<file path="src/rtl/countdown_arbiter.sv">
// countdown_arbiter: round-robin scheduler that lends one shared down counter to NUM_REQ requesters.
module countdown_arbiter #(
  parameter int NUM_REQ = 4,
  parameter int WIDTH = 4
) (
  input  logic                     clk,
  input  logic                     rst,
  input  logic [NUM_REQ-1:0]       req,
  input  logic [NUM_REQ*WIDTH-1:0] req_len,
  output logic [NUM_REQ-1:0]       grant,
  output logic [NUM_REQ-1:0]       done,
  output logic                     busy,
  output logic                     err,
  output logic [WIDTH-1:0]         cnt_in,
  output logic                     cnt_latch,
  output logic                     cnt_dec,
  input  logic                     cnt_zero
);
  localparam int IW = $clog2(NUM_REQ);
  localparam logic [WIDTH:0] WD_MAX = {1'b1, {WIDTH{1'b0}}};
  typedef enum logic [1:0] {IDLE, LOAD, COUNT, DONE} state_t;
  state_t             state_q;
  logic [NUM_REQ-1:0] grant_q;
  logic [IW-1:0]      idx_q, last_q, pick;
  logic [WIDTH-1:0]   len_q;
  logic [WIDTH:0]     wd_q;
  logic               busy_q, err_q, owned, wd_trip, rel;
  always_comb begin
    pick = '0;
    for (int k = NUM_REQ; k >= 1; k--)
      if (req[(int'(last_q) + k) % NUM_REQ]) pick = IW'((int'(last_q) + k) % NUM_REQ);
  end
  // A job is released on completion, on abort (request dropped) or when the watchdog trips.
  assign owned   = (state_q == LOAD || state_q == COUNT) && req[idx_q];
  assign wd_trip = state_q == COUNT && req[idx_q] && !cnt_zero && wd_q == WD_MAX;
  assign rel     = state_q == DONE || ((state_q == LOAD || state_q == COUNT) && !owned) || wd_trip;
  always_ff @(posedge clk or posedge rst)
    if (rst) begin
      state_q <= IDLE;
      grant_q <= '0;
      idx_q   <= '0;
      last_q  <= IW'(NUM_REQ - 1);
      len_q   <= '0;
      wd_q    <= '0;
      busy_q  <= 1'b0;
      err_q   <= 1'b0;
    end else if (rel) begin
      state_q <= IDLE;
      grant_q <= '0;
      busy_q  <= 1'b0;
      last_q  <= idx_q;
      err_q   <= err_q | wd_trip;
    end else
      case (state_q)
        IDLE: if (|req) begin
          state_q <= LOAD;
          grant_q <= NUM_REQ'(1) << pick;
          idx_q   <= pick;
          len_q   <= req_len[int'(pick)*WIDTH +: WIDTH];
          busy_q  <= 1'b1;
        end
        LOAD: begin
          state_q <= COUNT;
          wd_q    <= '0;
        end
        COUNT: if (cnt_zero) state_q <= DONE; else wd_q <= wd_q + 1'b1;
        default: ;
      endcase
  assign grant     = grant_q;
  assign busy      = busy_q;
  assign err       = err_q;
  assign cnt_in    = len_q;
  assign cnt_latch = state_q == LOAD;
  assign cnt_dec   = state_q == COUNT && !cnt_zero;
  assign done      = state_q == DONE ? grant_q : '0;
endmodule

</file>
<file path="config.mk">
export PLATFORM = sky130hd
export DESIGN_NAME = countdown_arbiter
export DESIGN_NICKNAME = d
export VERILOG_FILES = /design/src/rtl/countdown_arbiter.sv
export SDC_FILE = /design/constraint.sdc
export NUM_CORES = 1
export LEC_CHECK = 0
export CELL_PAD_IN_SITES_DETAIL_PLACEMENT = 0
export CELL_PAD_IN_SITES_GLOBAL_PLACEMENT = 2
export CORE_MARGIN = 2
export CORE_UTILIZATION = 27
export DETAILED_ROUTE_END_ITERATION = 10
export HOLD_SLACK_MARGIN = 0.02
export PLACE_DENSITY = 0.77
export SYNTH_ARGS = -nofsm -noshare
export SYNTH_HDL_FRONTEND = slang
export SYNTH_SLANG_ARGS = --single-unit
</file>
<file path="constraint.sdc">
create_clock -name clk -period 2.5 [get_ports clk]
set_clock_uncertainty 0.05 [all_clocks]
set_input_delay 0.5 -clock clk [delete_from_list [all_inputs] [get_ports clk]]
set_output_delay 0.5 -clock clk [all_outputs]
set_load 0.01 [all_outputs]
</file>
==> results.cfg <==
; synthesis and place-and-route metrics
[run_status]
outcome = completed

[yosys]
synth.most_common_cell = dfrtp_1
common_cells = dfrtp_1, inv_1, nand2_1
synth_nets = 181
yosys.stat.seqShare_pct = 38.8
synth-area-yosys_um2 = 1360
syn_inst = 152
synth-xor-area-share_pct = 0
yosys.area.top_type = dfrtp_1
syn_area_um2 = 1360
yosys-stat-cells = 152
synth_flops = 21
synth.top_cell.area_share_pct = 35.0
synthArstFlopShare_pct = 100
synthTopLogicFamily = simple AND/OR/NAND/NOR gates
avgSynthCellArea_um2 = 8.95
adder_share_pct = 5.52

[floorplan]
die_x_um = 75.0
fp_util_pct = 28.4
fp-row-count = 25
fp.dieH_um = 75.0

[route]
drtAntennaViolNets = 0
drt_iter0_drc = 74
drc_errors = 0
wl_per_cell_um = 12.5
drt-total-wl_um = 3350
first_pass_iters = 4
vias_per_cell = 4.84

[worst_hold_path]
hold_class = reg2reg

[cts]
htreeDepth = 1
cts_resized = 0
ctsHoldBuffers = 0
cts_setup_buffers = 0
clkTransAtPathRegs_ns = 0.08
cts_root_buf = clkbuf_8

[global_routing]
grt_overflow = 0
antenna_found_initial = 0
grt_pass1_wl_um = 5820
track_usage_pct = 13.3
grt_max_degree = 22

[setup_path]
startpoint_type = input pin
critical_path_arrival_ns = 1.77
crit_path_end_kind = primary output
cp_slowest_cell = clkdlybuf4s50_1
max_stage_delay_ns = 0.55
cp.required_ns = 1.95
path_max_fanout = 3
worstSetupPathType = in2out
crit_path_frequent_cell = clkdlybuf4s50_1

[layout]
area_growth_pct = 42.3
diodes = 0
fin_util_pct = 40.4

[power]
power_w = 0.00200
leakage_nw = 0.853
max-vdd-ir-drop_v = 0.000439

[final_timing]
rsz0062_at_grt = no
setup_violations = 0
slew_violations = 0
slew_headroom_pct = 70.3
fmax_mhz = 431
tightest_slew_ns = 0.446

[place]
dpl.hpwl_um = 2600
place_congestion = 0.768

[flow_run]
warnings = 30
-- state kept, by name, summed over array words and instances (netlist names) --
name     cells
err          1
last_q       2
state_q      2
cnt_in       4
idx_q        2
grant        4
busy         1
wd_q         5
-- critical path: cells and delay by family --
family	cells	cell delay, ns
buffers and inverters	3	1.09
and+or+nand+nor	1	0.18
-- per-stage QoR --
stage | TNS [ns] | setup slack, ns | cell area [um2] | hold slack [ns] | cells
2_1_floorplan | 0 | 0.645 | 1360 | 0.424 | 152
4_1_cts | 0 | 0.167 | 1940 | 0.436 | 267
3_3_place_gp | 0 | 0.0562 | 1890 | 0.416 | 263
6_report | 0 | 0.178 | 1940 | 0.437 | 267
5_1_grt | 0 | 0.0874 | 1940 | 0.478 | 267
3_5_place_dp | -0.0193 | -0.0107 | 1890 | 0.418 | 263
-- cell usage in the layout, fill, tap and decap left out, drive strengths merged, types with 4 or more instances in the layout --
cell type,Yosys,layout
nand2b,7,7
clkdlybuf4s50,0,38
nand2,14,14
a31oi,8,8
dfrtp,19,19
nor2b,4,4
nand3,7,7
inv,16,16
nor2,8,8
ha,6,6
a21oi,5,5
o21ai,7,7
buf,4,11
and2,4,4
a211oi,8,8
o31ai,4,4
clkbuf,1,4
-- kinds of logic (layout without fill, tap and decap cells) --
| kind of cell | after synthesis | count (layout) |
|---|---|---|
| compound gates | 44 | 44 |
| fa+ha+maj | 6 | 6 |
| buf+inv | 21 | 69 |
| flops | 21 | 21 |
| mux | 4 | 4 |
| simple gates | 56 | 56 |
-- layout make-up --
class | count | area (um2)
clock buffers | 4 | 45.0
fillers | 495 | 2850
inverters | 16 | 60.1
multi-input cells | 110 | 743
flip-flops and latches | 21 | 528
well taps | 67 | 83.8
repair buffers | 49 | 475
-- power by group --
group	leakage (nW)	internal, W	switching [W]
clock	0.0228	0.000114	0.000114
combinational	0.563	0.000579	0.000591
sequential	0.268	0.000489	0.000113
-- metal layers --
metal | wire length (um) | vias up | global-route usage, %
li1 | - | 645 | -
met1 | 1560 | 613 | 17.3
met2 | 1630 | 32 | 23.0
met3 | 136 | 2 | 2.28
met4 | 16 | 0 | 3.37
met5 | 0 | - | 0
-- path summary, 6_finish.rpt --
check	start	to	slack, ns	depth (start not counted)
max	cnt_zero	cnt_dec	0.18	4
min	cnt_in[3]	cnt_in[3]	0.44	2
max reg2reg	idx_q[1]	wd_q[3]	0.61	5
min reg2reg	cnt_in[3]	cnt_in[3]	0.44	2
max in group asynchronous	rst	last_q[1]	1.61	3
min in group asynchronous	rst	wd_q[3]	0.51	3
Fig. 1: clock wires, drivers and flops
(4 px per um)
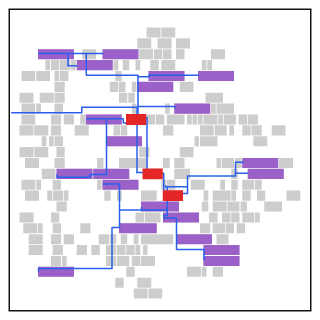
flip-flops: in purple, count 21. clock wires: in blue, length 320 um. clock-net drivers: in red, count 3.
There are 4 routed clock nets.
clk ins delay skew pair: 0.26 ns
Clock Power Share: 11.4%

Fig. 2: placed standard cells
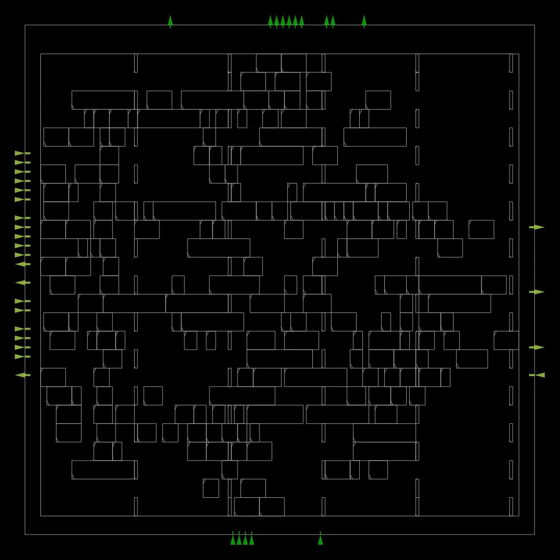
TAP cells: 67
core area: 4790 um2
final cell count without fillers: 267

Fig. 3: nets reached from selected ports
(6 px per um)
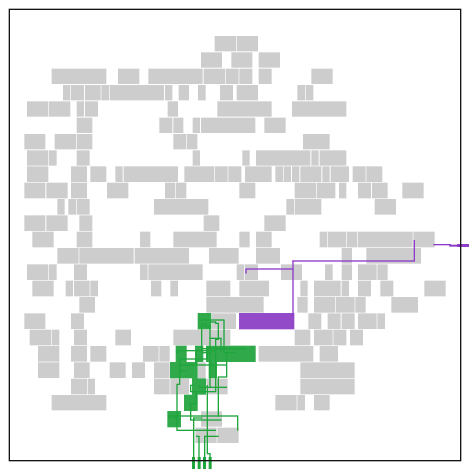
err: in purple, bits 1, direction output, edge right, end cells 1, buffers 1, wire 45.5 um. req: in green, bits 4, direction input, edge bottom, end cells 10, buffers 4, wire 175 um.
IO Count: 39
# port buffers: 38

Power figures rest on the tool's default switching activity, not on a simulated workload.
